Fig. 1: I/O pins on the die edge
Pins as bars across the die edge, other pins in gray.
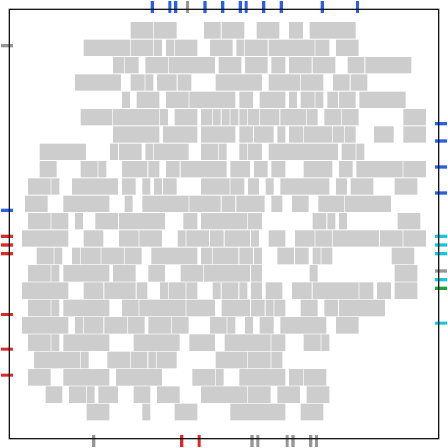
Fig. 2: clock distribution
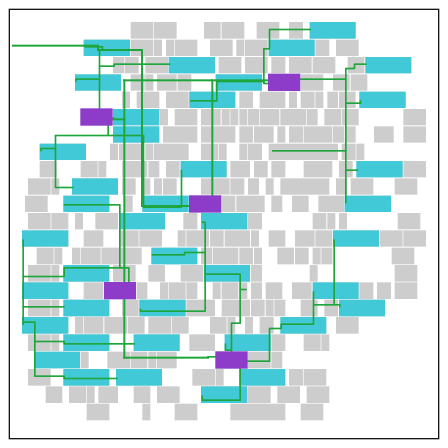
Fig. 3: signal wires by layer
Scale bar: 20 um.
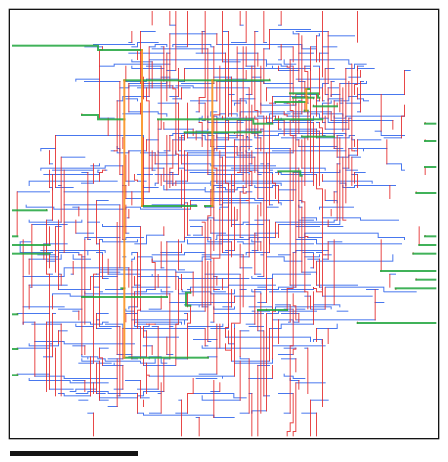
**config.mk**
```make
export PLATFORM = sky130hd
export DESIGN_NAME = jtag_tdo_capture
export DESIGN_NICKNAME = d
export VERILOG_FILES = /design/src/rtl/jtag_pkg.sv /design/src/rtl/jtag_tck_edge.sv /design/src/rtl/jtag_tdo_capture.sv
export SDC_FILE = /design/constraint.sdc
export NUM_CORES = 1
export LEC_CHECK = 0
export CAP_MARGIN = 20
export CORE_MARGIN = 1.5
export CORE_UTILIZATION = 52
export CTS_CLUSTER_DIAMETER = 50
export DETAILED_ROUTE_END_ITERATION = 8
export HOLD_SLACK_MARGIN = 0.03
export PLACE_DENSITY = 0.9
export SYNTH_ARGS = -nofsm -noshare
export SYNTH_HDL_FRONTEND = slang
export SYNTH_SLANG_ARGS = --single-unit
```
**constraint.sdc**
```tcl
create_clock -name clk -period 3.6 [get_ports clk]
set_input_delay 0.72 -clock clk [delete_from_list [all_inputs] [get_ports clk]]
set_output_delay 0.72 -clock clk [all_outputs]
set_load 0.01 [all_outputs]
```
**src/rtl/jtag_pkg.sv**
```systemverilog
// Shared types for the JTAG TDO capture block: capture FSM states and debug view.
package jtag_pkg;

    localparam int DATA_FIFO_DEF = 8;

    typedef enum logic [1:0] {
        S_IDLE  = 2'd0,
        S_SHIFT = 2'd1,
        S_DONE  = 2'd2
    } cap_state_e;

    typedef struct packed {
        cap_state_e state;
        logic       pend;
        logic       tck_rise;
        logic       tck_fall;
    } cap_dbg_t;

endpackage

```
**src/rtl/jtag_tck_edge.sv**
```systemverilog
// Registers the engine's tck (already in the clk domain) and flags its edges.
module jtag_tck_edge (
    input  logic clk,
    input  logic rst,
    input  logic tck_i,
    output logic rise_o,
    output logic fall_o
);

    logic tck_q;

    always_ff @(posedge clk) begin
        if (rst) tck_q <= 1'b0;
        else     tck_q <= tck_i;
    end

    assign rise_o = tck_i & ~tck_q;
    assign fall_o = ~tck_i & tck_q;

endmodule

```
**src/rtl/jtag_tdo_capture.sv**
```systemverilog
// Deserialises TDO LSB-first into DATA_FIFO-bit words and pushes them to a result
// FIFO through a one-deep pending register; overflow is sticky when a word is dropped.
module jtag_tdo_capture
    import jtag_pkg::*;
#(
    parameter int DATA_FIFO = DATA_FIFO_DEF,
    parameter int CNT_W     = 16
) (
    input  logic                 clk,
    input  logic                 rst,
    input  logic                 tck,
    input  logic                 tdo,
    input  logic                 shift_en,
    input  logic                 shift_last,
    input  logic                 full,
    output logic [DATA_FIFO-1:0] wdata,
    output logic                 wr,
    output logic                 done,
    output logic                 overflow,
    input  logic                 clear_stat,
    output logic [CNT_W-1:0]     bits_captured,
    output cap_dbg_t             dbg
);

    localparam int IW = (DATA_FIFO > 1) ? $clog2(DATA_FIFO) : 1;
    localparam logic [IW-1:0] LAST_IDX = IW'(DATA_FIFO - 1);

    cap_state_e           state_q, state_d;
    logic [DATA_FIFO-1:0] sreg_q, sreg_d;
    logic [IW-1:0]        idx_q, idx_d;
    logic [CNT_W-1:0]     cnt_q, cnt_d, cnt_base;
    logic                 pend_q, pend_d;
    logic [DATA_FIFO-1:0] pword_q, pword_d;
    logic                 ovf_q, ovf_d;
    logic                 tck_rise, tck_fall;
    logic                 sample, complete, wr_fire;
    logic [DATA_FIFO-1:0] word;

    jtag_tck_edge u_tck_edge (
        .clk    (clk),
        .rst    (rst),
        .tck_i  (tck),
        .rise_o (tck_rise),
        .fall_o (tck_fall)
    );

    always_ff @(posedge clk) begin
        if (rst) begin
            state_q <= S_IDLE;
            sreg_q  <= '0;
            idx_q   <= '0;
            cnt_q   <= '0;
            pend_q  <= 1'b0;
            pword_q <= '0;
            ovf_q   <= 1'b0;
        end else begin
            state_q <= state_d;
            sreg_q  <= sreg_d;
            idx_q   <= idx_d;
            cnt_q   <= cnt_d;
            pend_q  <= pend_d;
            pword_q <= pword_d;
            ovf_q   <= ovf_d;
        end
    end

    always_comb begin
        state_d  = state_q;
        sreg_d   = sreg_q;
        idx_d    = idx_q;
        pend_d   = pend_q;
        pword_d  = pword_q;
        ovf_d    = ovf_q;
        // A tck rise that lands in S_DONE belongs to no scan and is ignored.
        sample   = tck_rise & shift_en & (state_q != S_DONE);
        complete = sample & ((idx_q == LAST_IDX) | shift_last);
        wr_fire  = pend_q & ~full;
        word     = sreg_q;
        word[idx_q] = tdo;

        case (state_q)
            S_IDLE:  if (shift_en) state_d = (sample && shift_last) ? S_DONE : S_SHIFT;
            S_SHIFT: begin
                if (sample && shift_last) state_d = S_DONE;
                else if (!shift_en)       state_d = S_IDLE;
            end
            S_DONE:  state_d = S_IDLE;
            default: state_d = S_IDLE;
        endcase

        cnt_base = (state_q == S_IDLE && shift_en) ? '0 : cnt_q;
        cnt_d    = cnt_base;
        if (sample && cnt_base != '1) cnt_d = cnt_base + 1'b1;

        if (sample) begin
            if (complete) begin
                sreg_d = '0;
                idx_d  = '0;
            end else begin
                sreg_d = word;
                idx_d  = idx_q + 1'b1;
            end
        end else if (!shift_en) begin
            sreg_d = '0;
            idx_d  = '0;
        end

        if (wr_fire) pend_d = 1'b0;
        if (clear_stat) ovf_d = 1'b0;
        // Drop wins over clear_stat; a word completing on the write cycle refills pend.
        if (complete) begin
            if (pend_q && !wr_fire) begin
                ovf_d = 1'b1;
            end else begin
                pend_d  = 1'b1;
                pword_d = word;
            end
        end
    end

    assign wr            = pend_q & ~full & ~rst;
    assign wdata         = pword_q;
    assign done          = (state_q == S_DONE);
    assign overflow      = ovf_q;
    assign bits_captured = cnt_q;

    assign dbg.state    = state_q;
    assign dbg.pend     = pend_q;
    assign dbg.tck_rise = tck_rise;
    assign dbg.tck_fall = tck_fall;

endmodule

```
==> results.py <==
# Synthesis and PnR figures
metrics = {
    "route": {
        "top_layer_used": "met4",
        "wl_met1_um": 2210,
        "first_pass_iters": 4,
        "drc": 0,
        "drt_iter0_drc": 128,
    },
    "global_routing": {
        "grt_use_met1": 0.306,
        "antenna_found_initial": 0,
        "overflow": 0,
        "use_met3": 0.0625,
        "grt-busiest-layer": "met2",
    },
    "cts": {
        "clock_tree.root_cell": "clkbuf_8",
        "cts_max_level": 2,
        "cts_buffers": 5,
        "cts_setup_buffers": 0,
        "clock_latency_ns": 0.30,
        "cts.reportedPaths.clkPinSlew_ns": 0.08,
    },
    "layout": {
        "nNetsFinal": 278,
        "final.clkbuf_count": 6,
        "final_core_util": 0.660,
        "nNonClkBuffers": 44,
        "clock_area_frac": 0.0411,
        "antenna_cells": 0,
        "lay_top_count": "dfxtp_1",
        "mostFrequentLayoutCells": "40 x dfxtp_1, 39 x clkdlybuf4s50_1, 28 x nor2_1",
        "drive_gt1_frac": 0.0933,
        "sh_seq_area": 0.305,
        "nMultiInputCombCells": 175,
    },
    "timing": {
        "fmax_mhz": 344,
        "fin_ws_ns": 0.691,
        "period_needed_ns": 2.91,
        "setup_viol": 0,
        "worstMarginPinSlew_ns": 0.907,
        "setup_tns_ns": 0,
    },
    "synth": {
        "yosys_area_um2": 2140,
        "synth.top_cell.area_share": 0.374,
        "netlist-cell-type-count": 46,
        "ys_seq_share": 0.374,
        "fp_nets": 246,
        "synthAdderAreaFrac": 0.0176,
        "edf_count": 0,
        "synth_simple_gate_area_share": 0.302,
        "synthTopLogicFamily": "simple AND/OR/NAND/NOR gates",
        "yosys.area_share.aoi": 0.146,
        "netlist_instances": 235,
        "synthXorXnorAreaFrac": 0,
        "yosysWarnings": 0,
    },
    "hold_path": {
        "hold_depth": 2,
        "hp-start": "overflow",
        "hold_path_end": "overflow",
    },
    "pwr": {
        "p_sw_frac": 0.236,
        "internal_power_w": 0.000696,
        "combPwrFrac": 0.095,
        "leakage_nw": 0.935,
        "power.density_nw_per_um2": 347,
        "power.switching_w": 0.000215,
    },
    "placed_design": {
        "dpl_worst_slack_ns": 0.466,
        "post-place-cells": 310,
        "dpl-instance-area_um2": 2510,
    },
    "setup_path": {
        "worst-path-max-fanout": 5,
        "path_depth": 3,
        "cp.buffers_inverters": 2,
        "r2r-start": "state_q[0]",
        "cp.required_ns": 2.88,
        "cp_top_family": "buffers and inverters",
        "max_stage_delay_ns": 0.60,
        "reg2reg_to": "bits_captured[13]",
    },
    "run_status": {
        "status": "finished, final reports clean",
    },
    "floorplan": {
        "taps": 50,
    },
    "job": {
        "cap_viol_max_count": 0,
    },
}
About Fig. 1:
cyan -> `dbg`  # pins 5, direction output, edge right
red -> `wdata`  # pins 8, direction output, edge 6 left, 2 bottom
blue -> `bits_captured`  # pins 16, direction output, edge 11 top, 4 right, 1 left
green -> `tck`  # pins 1, direction input, edge right
all pins by edge = 12 top, 11 right, 9 bottom, 8 left
count of input and output buffers: 39
Die Span X: 67.1 um
Die H: 67.1 um

About Fig. 2:
purple -> cells driving clock nets  # count 5
cyan -> flip-flops  # count 40
green -> clock wires  # length 546 um
flops lie = spread over the die
Fin Clk Skew: 0.00667 ns
clock power share: 0.405
clk pwr: 0.000369 W

About Fig. 3:
green -> met3  # wire length 225 um
red -> met2  # wire length 2210 um
orange -> met4  # wire length 91.1 um
blue -> met1  # wire length 2210 um
GRT Overall Usage: 0.231
via count: 1879
wire per inst: 14.9 um

Power figures rest on the tool's default switching activity, not on a simulated workload.
